final_congestion.png
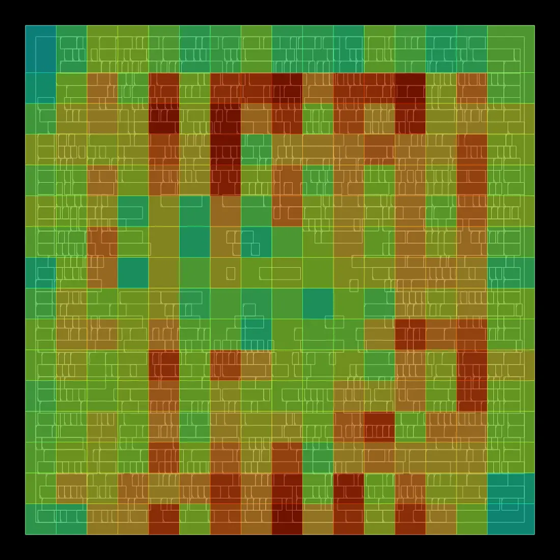
metal_stack.png
Two of the layers only.
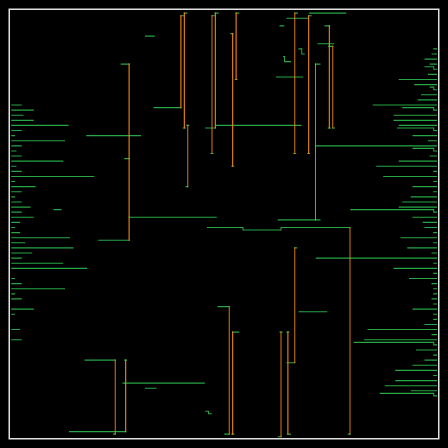
gate_families.png
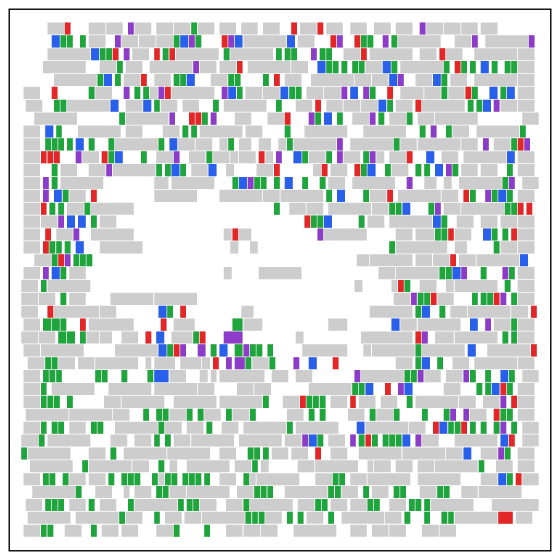
registers.png
Bar = 20 um. Other sequential cells in the stronger gray, the rest of the logic in the fainter gray.
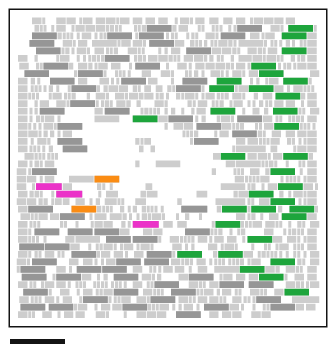
==> src/rtl/alu_arbiter.sv <==
// ============================================================================
// Module   : alu_arbiter
// Brief    : Shares one registered ALU between two requesters and returns the
//            captured result over a valid/ready response channel.
//            Define ALU_ARB_FIXED_PRIO_EN for fixed priority (req0 wins ties);
//            otherwise ties are resolved round-robin.
// Revision : 1.0 - initial release
// ============================================================================
`default_nettype none

module alu_arbiter #(
  parameter int                WIDTH     = 32,
  parameter int                CTRL_W    = 3,
  parameter logic [CTRL_W-1:0] IDLE_CTRL = 3'b111
) (
  input  logic              clk,
  input  logic              reset,
  input  logic              req0_valid,
  output logic              req0_ready,
  input  logic [WIDTH-1:0]  req0_a,
  input  logic [WIDTH-1:0]  req0_b,
  input  logic [CTRL_W-1:0] req0_ctrl,
  input  logic              req1_valid,
  output logic              req1_ready,
  input  logic [WIDTH-1:0]  req1_a,
  input  logic [WIDTH-1:0]  req1_b,
  input  logic [CTRL_W-1:0] req1_ctrl,
  output logic [WIDTH-1:0]  alu_a,
  output logic [WIDTH-1:0]  alu_b,
  output logic [CTRL_W-1:0] alu_ctrl,
  input  logic [WIDTH-1:0]  alu_r,
  input  logic              alu_zero,
  input  logic              alu_ovf,
  input  logic              alu_branch,
  output logic              rsp_valid,
  input  logic              rsp_ready,
  output logic              rsp_id,
  output logic [WIDTH-1:0]  rsp_r,
  output logic              rsp_zero,
  output logic              rsp_ovf,
  output logic              rsp_branch
);

  typedef enum logic [1:0] {
    S_IDLE = 2'd0,
    S_EXEC = 2'd1,
    S_CAPT = 2'd2,
    S_RESP = 2'd3
  } state_t;

  state_t              state_q, state_d;
  logic [WIDTH-1:0]    alu_a_q, alu_a_d;
  logic [WIDTH-1:0]    alu_b_q, alu_b_d;
  logic [CTRL_W-1:0]   alu_ctrl_q, alu_ctrl_d;
  logic                rsp_valid_q, rsp_valid_d;
  logic                rsp_id_q, rsp_id_d;
  logic [WIDTH-1:0]    rsp_r_q, rsp_r_d;
  logic                rsp_zero_q, rsp_zero_d;
  logic                rsp_ovf_q, rsp_ovf_d;
  logic                rsp_branch_q, rsp_branch_d;
  logic                grant0;

`ifdef ALU_ARB_FIXED_PRIO_EN
  assign grant0 = req0_valid;
`else
  logic last_grant_q, last_grant_d;

  // req0 loses a tie only when it was the most recent winner
  assign grant0 = req0_valid && (!req1_valid || last_grant_q);

  always_ff @(posedge clk or posedge reset) begin
    if (reset) last_grant_q <= 1'b1;
    else       last_grant_q <= last_grant_d;
  end

  always_comb begin
    last_grant_d = last_grant_q;
    if (state_q == S_IDLE && (req0_valid || req1_valid)) last_grant_d = !grant0;
  end
`endif

  always_comb begin
    state_d      = state_q;
    alu_a_d      = alu_a_q;
    alu_b_d      = alu_b_q;
    alu_ctrl_d   = alu_ctrl_q;
    rsp_valid_d  = rsp_valid_q;
    rsp_id_d     = rsp_id_q;
    rsp_r_d      = rsp_r_q;
    rsp_zero_d   = rsp_zero_q;
    rsp_ovf_d    = rsp_ovf_q;
    rsp_branch_d = rsp_branch_q;
    req0_ready   = 1'b0;
    req1_ready   = 1'b0;
    case (state_q)
      S_IDLE: begin
        if (req0_valid || req1_valid) begin
          req0_ready = grant0;
          req1_ready = !grant0;
          alu_a_d    = grant0 ? req0_a    : req1_a;
          alu_b_d    = grant0 ? req0_b    : req1_b;
          alu_ctrl_d = grant0 ? req0_ctrl : req1_ctrl;
          rsp_id_d   = !grant0;
          state_d    = S_EXEC;
        end
      end
      S_EXEC: state_d = S_CAPT;
      S_CAPT: begin
        // ALU output now reflects the operands sampled one edge earlier
        rsp_r_d      = alu_r;
        rsp_zero_d   = alu_zero;
        rsp_ovf_d    = alu_ovf;
        rsp_branch_d = alu_branch;
        rsp_valid_d  = 1'b1;
        alu_ctrl_d   = IDLE_CTRL;
        state_d      = S_RESP;
      end
      S_RESP: begin
        if (rsp_ready) begin
          rsp_valid_d = 1'b0;
          state_d     = S_IDLE;
        end
      end
      default: state_d = S_IDLE;
    endcase
  end

  always_ff @(posedge clk or posedge reset) begin
    if (reset) begin
      state_q      <= S_IDLE;
      alu_a_q      <= '0;
      alu_b_q      <= '0;
      alu_ctrl_q   <= IDLE_CTRL;
      rsp_valid_q  <= 1'b0;
      rsp_id_q     <= 1'b0;
      rsp_r_q      <= '0;
      rsp_zero_q   <= 1'b0;
      rsp_ovf_q    <= 1'b0;
      rsp_branch_q <= 1'b0;
    end else begin
      state_q      <= state_d;
      alu_a_q      <= alu_a_d;
      alu_b_q      <= alu_b_d;
      alu_ctrl_q   <= alu_ctrl_d;
      rsp_valid_q  <= rsp_valid_d;
      rsp_id_q     <= rsp_id_d;
      rsp_r_q      <= rsp_r_d;
      rsp_zero_q   <= rsp_zero_d;
      rsp_ovf_q    <= rsp_ovf_d;
      rsp_branch_q <= rsp_branch_d;
    end
  end

  assign alu_a      = alu_a_q;
  assign alu_b      = alu_b_q;
  assign alu_ctrl   = alu_ctrl_q;
  assign rsp_valid  = rsp_valid_q;
  assign rsp_id     = rsp_id_q;
  assign rsp_r      = rsp_r_q;
  assign rsp_zero   = rsp_zero_q;
  assign rsp_ovf    = rsp_ovf_q;
  assign rsp_branch = rsp_branch_q;

endmodule

`default_nettype wire

==> config.mk <==
export PLATFORM = sky130hd
export DESIGN_NAME = alu_arbiter
export DESIGN_NICKNAME = d
export VERILOG_FILES = /design/src/rtl/alu_arbiter.sv
export SDC_FILE = /design/constraint.sdc
export NUM_CORES = 1
export LEC_CHECK = 0
export ABC_AREA = 1
export CORE_MARGIN = 2
export CORE_UTILIZATION = 42
export CTS_CLUSTER_SIZE = 16
export DETAILED_ROUTE_END_ITERATION = 16
export GPL_ROUTABILITY_DRIVEN = 0
export GPL_TIMING_DRIVEN = 0
export HOLD_SLACK_MARGIN = 0.06
export PLACE_DENSITY = 0.86
export SLEW_MARGIN = 10
export SYNTH_ARGS = -nofsm -noshare
export SYNTH_HDL_FRONTEND = slang
export SYNTH_SLANG_ARGS = --single-unit
==> constraint.sdc <==
create_clock -name clk -period 9.3 [get_ports clk]
set_input_delay 1.86 -clock clk [delete_from_list [all_inputs] [get_ports clk]]
set_output_delay 1.86 -clock clk [all_outputs]
set_load 0.03 [all_outputs]
==> flow.log <==
[report] extracting results
INFO  metric status = finished, final reports clean
INFO  metric root_buffer = clkbuf_16
INFO  metric synth.distinct_cells = 22
INFO  metric synth_sequential_area_ratio = 52.7%
INFO  metric switching_share = 44.1%
INFO  metric ys_seq_elements = 107
INFO  metric hold_fix_buffers_at_cts = 0
INFO  metric clkSlewWorstSetupHoldPaths = 0.07 ns
INFO  metric layout_min_cycle_time = 5.90 ns
INFO  metric fin_tns_setup = 0 ns
INFO  metric power_leakage = 0.00415 uW
INFO  metric netlist_instances = 685
INFO  metric core_region_area = 11,900 um2
INFO  metric synth.yosys.chip_area = 5090 um2
INFO  metric synthXorXnorAreaFrac = 0%
INFO  metric diodes = 0
INFO  metric common_cells = nand2_1 (313), dfrtp_1 (103), inv_1 (75)
INFO  metric synthDominantAreaCellType = dfrtp_1
INFO  metric postSynthAreaPerCell = 7.43 um2
INFO  metric yosys-top-cells-area = dfrtp_1 (51%), nand2_1 (23%), o21ai_1 (5.7%)
INFO  metric synth-main-ff-cell = dfrtp_1
INFO  metric share_of_total_power_in_combinational_logic = 56.8%
INFO  metric io_pins = 280
INFO  metric synth.comb.largest_family = simple AND/OR/NAND/NOR gates
INFO  metric yosys.area_share.aoi = 7.26%
INFO  metric synthesis.yosys.warnings = 0
INFO  metric die_h = 114 um
INFO  metric wire_length_of_the_first_global_routing_pass = 25,500 um
INFO  metric fp_nets = 863
INFO  metric setup_viol = 0
INFO  metric finalMaxSlewViolations = 0
INFO  metric max_slew.worst_pin.slew = 0.531 ns
INFO  metric cts_buffer_depth = 2
Back to the opening pictures, final_congestion.png:
GRT Overall Usage: 25.3%
final core utilization: 70.7%

Back to the opening pictures, metal_stack.png:
legend:
  met3:
    color: green
    wire_length: 968 um
  met4:
    color: orange
    wire_length: 644 um
DR WL/cell: 14.3 um
wirelength, routed: 16,100 um
count of vias placed by the detailed router: 5,276

Back to the opening pictures, gate_families.png:
legend:
  NAND gates:
    color: green
    cells: 319
    where: all over the die
  NOR gates:
    color: purple
    cells: 71
    where: all over the die
  inverters:
    color: red
    cells: 76
    where: all over the die
  inverting AOI/OAI gates:
    color: blue
    cells: 70
    where: all over the die
combinational fraction of the cell area: 22.6%
most common cell after layout, fill and taps aside: nand2_1
count of non-filler cells in the finished layout: 1,128

Back to the opening pictures, registers.png:
legend:
  alu_b:
    color: green
    flops: 32
    where: a vertical strip on the right
  alu_ctrl:
    color: magenta
    flops: 3
  state_q:
    color: orange
    flops: 2
register share of the cell area: 31.9%
sequential standard cell area: 2680 um2
reported sequential group power: 823 uW

-- power by group through the flow --
stage | sequential (uW) | clock, uW | combinational, uW
2_1_floorplan | 1270 | 0 | 499
3_3_place_gp | 822 | 0 | 1610
5_1_grt | 852 | 441 | 1760
6_report | 823 | 414 | 1630
4_1_cts | 823 | 421 | 1640
3_5_place_dp | 828 | 0 | 1640
-- cell type report --
type	count	area [um2]	area share, %
buffer	36	216	2.57
clock buffer	12	246	2.93
clock inverter	4	73.8	0.877
inverter	76	290	3.45
multi-input combinational	466	1900	22.6
sequential	107	2680	31.9
tap	147	184	2.19
timing repair buffer	280	2820	33.5
-- worst register-to-register path, stage by stage, from the launching register on --
cell	delay, ns
dfstp_2	0.52
inv_1	0.04
nand2_1	0.16
nand2_2	0.16
buf_4	0.22
buf_2	0.20
nor2_1	0.13
o21ai_1	0.09
-- registers in the layout, summed over array words and instances (netlist names) --
signal	cells
rsp_zero	1
rsp_ovf	1
alu_ctrl	3
alu_b	32
rsp_r	32
rsp_valid	1
rsp_id	1
state_q	2
rsp_branch	1
last_grant_q	1
alu_a	32
-- routing by layer --
| metal | up-vias | part of all wire (%) | GRT usage [%] |
|---|---|---|---|
| met1 | 2412 | 42 | 31.8 |
| met2 | 189 | 48 | 41.7 |
| li1 | 2631 | - | - |
| met4 | 0 | 4.0 | 12.8 |
| met3 | 44 | 6.0 | 4.82 |
| met5 | - | 0 | 0 |
-- final timing paths --
| path | endpoint | cells past startpoint | start | slack, ns |
|---|---|---|---|---|
| max reg2reg | alu_a[3] | 7 | last_grant_q | 7.66 |
| min reg2reg | rsp_r[22] | 2 | rsp_r[22] | 0.47 |
| max | req1_ready | 8 | req1_valid | 3.40 |
| max in group asynchronous | alu_ctrl[2] | 3 | reset | 6.66 |
| min | rsp_r[22] | 2 | rsp_r[22] | 0.47 |
| min in group asynchronous | rsp_r[29] | 2 | reset | 1.94 |
-- layout by cell type, fill, tap and decap left out, types with 2 or more instances in the layout --
master,Yosys,routed
a21o_1,2,2
buf_1,3,3
buf_2,20,20
buf_4,7,7
buf_6,4,4
bufinv_16,0,2
clkbuf_1,2,4
clkbuf_16,0,9
clkdlybuf4s50_1,0,279
dfrtp_1,103,103
dfstp_2,4,4
ha_1,4,4
inv_1,75,74
inv_6,0,2
nand2_1,313,313
nand3_1,5,5
nor2_1,68,68
o21ai_0,10,10
o21ai_1,58,58
-- cells by family (layout without fill, tap and decap cells) --
family                   count (synthesis)  count (layout)
buffers and inverters                  112             408
AND-OR/OR-AND                           72              72
AND/OR/NAND/NOR                        390             390
flip-flops                             107             107
adder cells (fa/ha/maj)                  4               4
-- metrics by stage --
step / std cells / setup slack [ns] / hold slack, ns / cell area, um2
after global routing: 1128 / 3.26 / 0.497 / 8420
after detailed placement: 1112 / 3.39 / 0.457 / 8100
final: 1128 / 3.40 / 0.472 / 8420
after CTS: 1128 / 3.37 / 0.475 / 8420
after floorplan: 685 / 4.63 / 0.470 / 5090
after global placement: 1111 / 2.93 / 0.454 / 8060
Power is estimated from default activity; no workload was simulated.
